`src/rtl/load_store_unit.sv`:
```
// Data-side bus interface: turns core load/store requests into valid/ready bus cycles,
// stalls the core while the bus is busy, and returns aligned, extended load data.
module load_store_unit #(
    parameter int unsigned TIMEOUT_CYCLES = 64
) (
    input  logic        clk,
    input  logic        reset,
    input  logic        cpu_req,
    input  logic        cpu_we,
    input  logic [2:0]  cpu_funct3,
    input  logic [31:0] cpu_addr,
    input  logic [31:0] cpu_wdata,
    output logic [31:0] cpu_rdata,
    output logic        cpu_stall,
    output logic        cpu_fault,
    output logic        mem_valid,
    input  logic        mem_ready,
    output logic [31:0] mem_addr,
    output logic        mem_we,
    output logic [3:0]  mem_be,
    output logic [31:0] mem_wdata,
    input  logic [31:0] mem_rdata
);

    typedef enum logic [1:0] {StIdle, StBus, StDone} state_e;

    state_e      state_q, state_d;
    logic [7:0]  cnt_q;
    logic [2:0]  funct3_q;
    logic [1:0]  lane_q;
    logic        fault_q;

    logic        legal;
    logic [3:0]  be;
    logic [31:0] wdata_rep;
    logic [31:0] load_ext;
    logic [7:0]  byte_sel;
    logic [15:0] half_sel;
    logic        handshake;
    logic        timeout;

    assign handshake = mem_valid & mem_ready;
    assign timeout   = (cnt_q == 8'(TIMEOUT_CYCLES - 1));
    assign cpu_fault = fault_q;

    // Loads allow the unsigned variants; stores only B/H/W.
    always_comb begin
        legal = 1'b0;
        case (cpu_funct3)
            3'b000:  legal = 1'b1;
            3'b100:  legal = !cpu_we;
            3'b001:  legal = !cpu_addr[0];
            3'b101:  legal = !cpu_we && !cpu_addr[0];
            3'b010:  legal = (cpu_addr[1:0] == 2'b00);
            default: legal = 1'b0;
        endcase
    end

    always_comb begin
        be        = 4'b1111;
        wdata_rep = cpu_wdata;
        case (cpu_funct3[1:0])
            2'b00: begin
                be        = 4'b0001 << cpu_addr[1:0];
                wdata_rep = {4{cpu_wdata[7:0]}};
            end
            2'b01: begin
                be        = 4'b0011 << cpu_addr[1:0];
                wdata_rep = {2{cpu_wdata[15:0]}};
            end
            default: begin
                be        = 4'b1111;
                wdata_rep = cpu_wdata;
            end
        endcase
    end

    always_comb begin
        byte_sel = mem_rdata[{lane_q, 3'b000} +: 8];
        half_sel = lane_q[1] ? mem_rdata[31:16] : mem_rdata[15:0];
        case (funct3_q)
            3'b000:  load_ext = {{24{byte_sel[7]}}, byte_sel};
            3'b100:  load_ext = {24'h0, byte_sel};
            3'b001:  load_ext = {{16{half_sel[15]}}, half_sel};
            3'b101:  load_ext = {16'h0, half_sel};
            default: load_ext = mem_rdata;
        endcase
    end

    always_comb begin
        state_d   = state_q;
        cpu_stall = 1'b0;
        case (state_q)
            StIdle: begin
                cpu_stall = cpu_req;
                if (cpu_req) state_d = legal ? StBus : StDone;
            end
            StBus: begin
                cpu_stall = 1'b1;
                if (handshake || timeout) state_d = StDone;
            end
            StDone:  state_d = StIdle;
            default: state_d = StIdle;
        endcase
        if (reset) cpu_stall = 1'b0;
    end

    always_ff @(posedge clk) begin
        if (reset) begin
            state_q   <= StIdle;
            cnt_q     <= 8'h0;
            funct3_q  <= 3'b000;
            lane_q    <= 2'b00;
            fault_q   <= 1'b0;
            cpu_rdata <= 32'h0;
            mem_valid <= 1'b0;
            mem_addr  <= 32'h0;
            mem_we    <= 1'b0;
            mem_be    <= 4'h0;
            mem_wdata <= 32'h0;
        end else begin
            state_q <= state_d;
            case (state_q)
                StIdle: begin
                    if (cpu_req) begin
                        if (legal) begin
                            mem_valid <= 1'b1;
                            mem_addr  <= {cpu_addr[31:2], 2'b00};
                            mem_we    <= cpu_we;
                            mem_be    <= be;
                            mem_wdata <= wdata_rep;
                            funct3_q  <= cpu_funct3;
                            lane_q    <= cpu_addr[1:0];
                            cnt_q     <= 8'h0;
                            fault_q   <= 1'b0;
                        end else begin
                            fault_q   <= 1'b1;
                            cpu_rdata <= 32'h0;
                        end
                    end
                end
                StBus: begin
                    // A ready on the final timeout cycle still completes cleanly.
                    if (handshake) begin
                        mem_valid <= 1'b0;
                        cpu_rdata <= mem_we ? 32'h0 : load_ext;
                        fault_q   <= 1'b0;
                    end else if (timeout) begin
                        mem_valid <= 1'b0;
                        cpu_rdata <= 32'h0;
                        fault_q   <= 1'b1;
                    end else begin
                        cnt_q <= cnt_q + 8'd1;
                    end
                end
                StDone:  fault_q <= 1'b0;
                default: fault_q <= 1'b0;
            endcase
        end
    end

endmodule

```
`config.mk`:
```
export PLATFORM = sky130hd
export DESIGN_NAME = load_store_unit
export DESIGN_NICKNAME = d
export VERILOG_FILES = /design/src/rtl/load_store_unit.sv
export SDC_FILE = /design/constraint.sdc
export NUM_CORES = 1
export LEC_CHECK = 0
export CORE_MARGIN = 4
export CORE_UTILIZATION = 40
export CTS_BUF_LIST = sky130_fd_sc_hd__clkbuf_2
export DETAILED_ROUTE_END_ITERATION = 8
export PLACE_DENSITY = 0.76
export SETUP_SLACK_MARGIN = 0.02
export SYNTH_ARGS = -nofsm -noshare
export SYNTH_HDL_FRONTEND = slang
export SYNTH_SLANG_ARGS = --single-unit
```
`constraint.sdc`:
```
create_clock -name clk -period 1.7 [get_ports clk]
set_input_delay 0.34 -clock clk [delete_from_list [all_inputs] [get_ports clk]]
set_output_delay 0.34 -clock clk [all_outputs]
set_load 0.01 [all_outputs]
```
==> images/port_trees.png <==
(3 px per um)
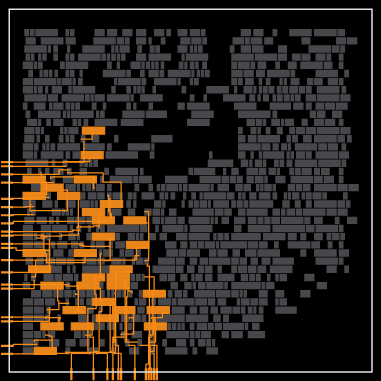
| colour | port | bits | direction | end cells | wire |
|---|---|---|---|---|---|
| orange | mem_wdata | 32 | output | 32 | 1110 um |
PortBufs: 205
Ports: 208

==> images/m2.png <==
(4 px per um) Cells faint in the background.
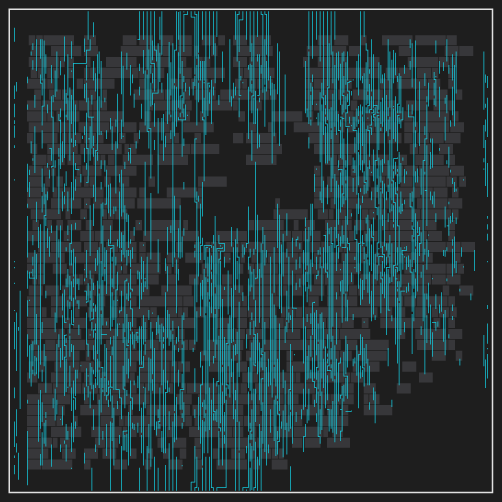
nets with wire on the layer: 860
share of all routed wire: 48%
longest straight run: 55.8 um
wire length on this layer: 8750 um
Total Wirelength: 18100 um
met2 Use GR: 0.402
DR vias: 5597

==> images/clock_wires.png <==
(4 px per um)
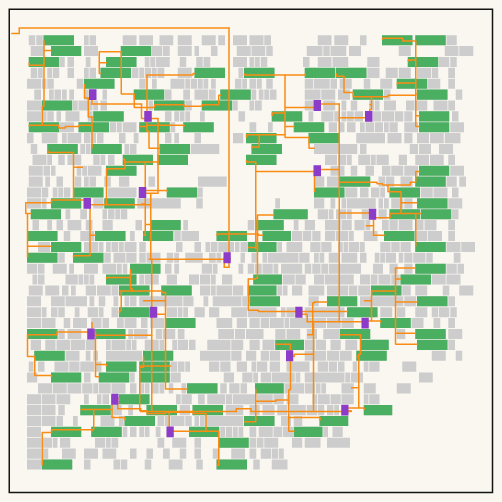
[orange] clock wires | length: 1490 um
[purple] clock-net drivers | count: 17
[green] flip-flops | count: 116
flops lie: all over the die
Clock Power Share: 0.326
clock group power: 2.04 mW

==> images/clock_nets.png <==
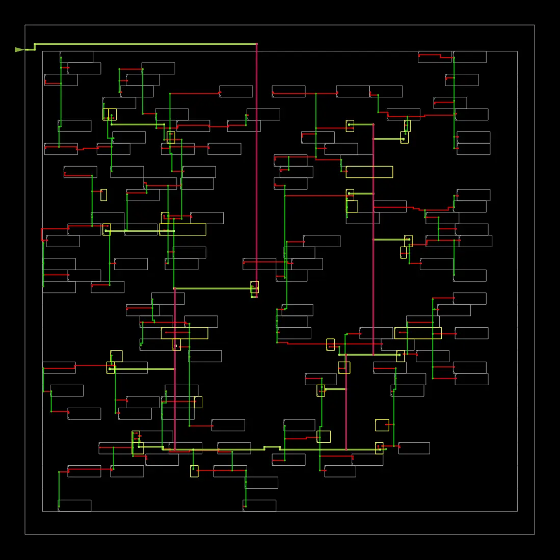
Latency at later pin: 720 ps
worst-case clock skew: 27.3 ps
Seq Cell Count: 116
clk sinks: 116

==> images/class_map.png <==
(3 px per um) Fill, decap, tap and diode cells in grey.
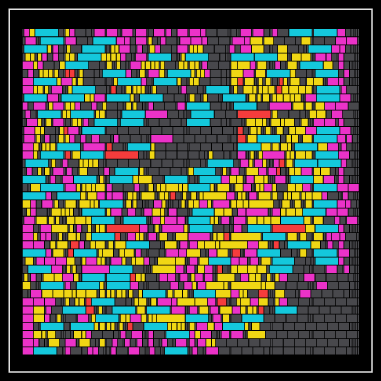
| colour | class | cells | share of their area |
|---|---|---|---|
| red | clock drivers and dummy loads | 32 | 3.5% |
| cyan | registers | 116 | 31% |
| magenta | remaining buffers and delay cells | 291 | 30% |
| yellow | remaining logic cells | 445 | 35% |
register fraction of the total cell area: 0.306
final core occ: 0.658

==> impl_metrics.tcl <==
# implementation run metrics
set metrics [dict create \
    power_leader "registers" \
    synthArstFlopShare 0 \
    worst-path-stages 4 \
    grt_pass1_vias 5569 \
    cp_data_required_time_ps 1360 \
    avgViaCountPerCell 5.32 \
    grt_max_degree 80 \
    grt_pass1_wl_um 27600 \
    htreeDepth 4 \
    status "complete, but fails checks" \
    hold_violations 0 \
    crit_fanout 2 \
    cp_top_family "flip-flops" \
    fin_ws_ps -195 \
    cap_violations 0 \
    layout_min_cycle_time_ps 1890 \
    drt-met1-wl_um 7030 \
    postLayoutCellArea_sq_um 8040 \
    p_per_area_nw_per_um2 776 \
    setup_violations 32 \
    crit_chain "inv_1, a211oi_2, buf_4, buf_6" \
    die_y_um 120 \
    start_kind "register" \
    final_layout_size_suffix_gt1_frac 0.411 \
    violations "negative setup slack" \
    crit_arrival_ps 1550 \
    tns_ps -1470 \
    slew-limit-headroom 0.629 \
    tap-cell-count 168 \
    worstReg2RegStart "cnt_q[0]$_SDFFE_PP0P_" \
    grt_util_met1 0.261 \
    combinationalPower_mw 1.29 \
    rsz0062_at_grt "true" \
    r2r_end "cnt_q[5]$_SDFFE_PP0P_" \
    finalCritPeriodShare 1.11 \
    die_w_um 120 \
]
Power figures rest on the tool's default switching activity, not on a simulated workload.
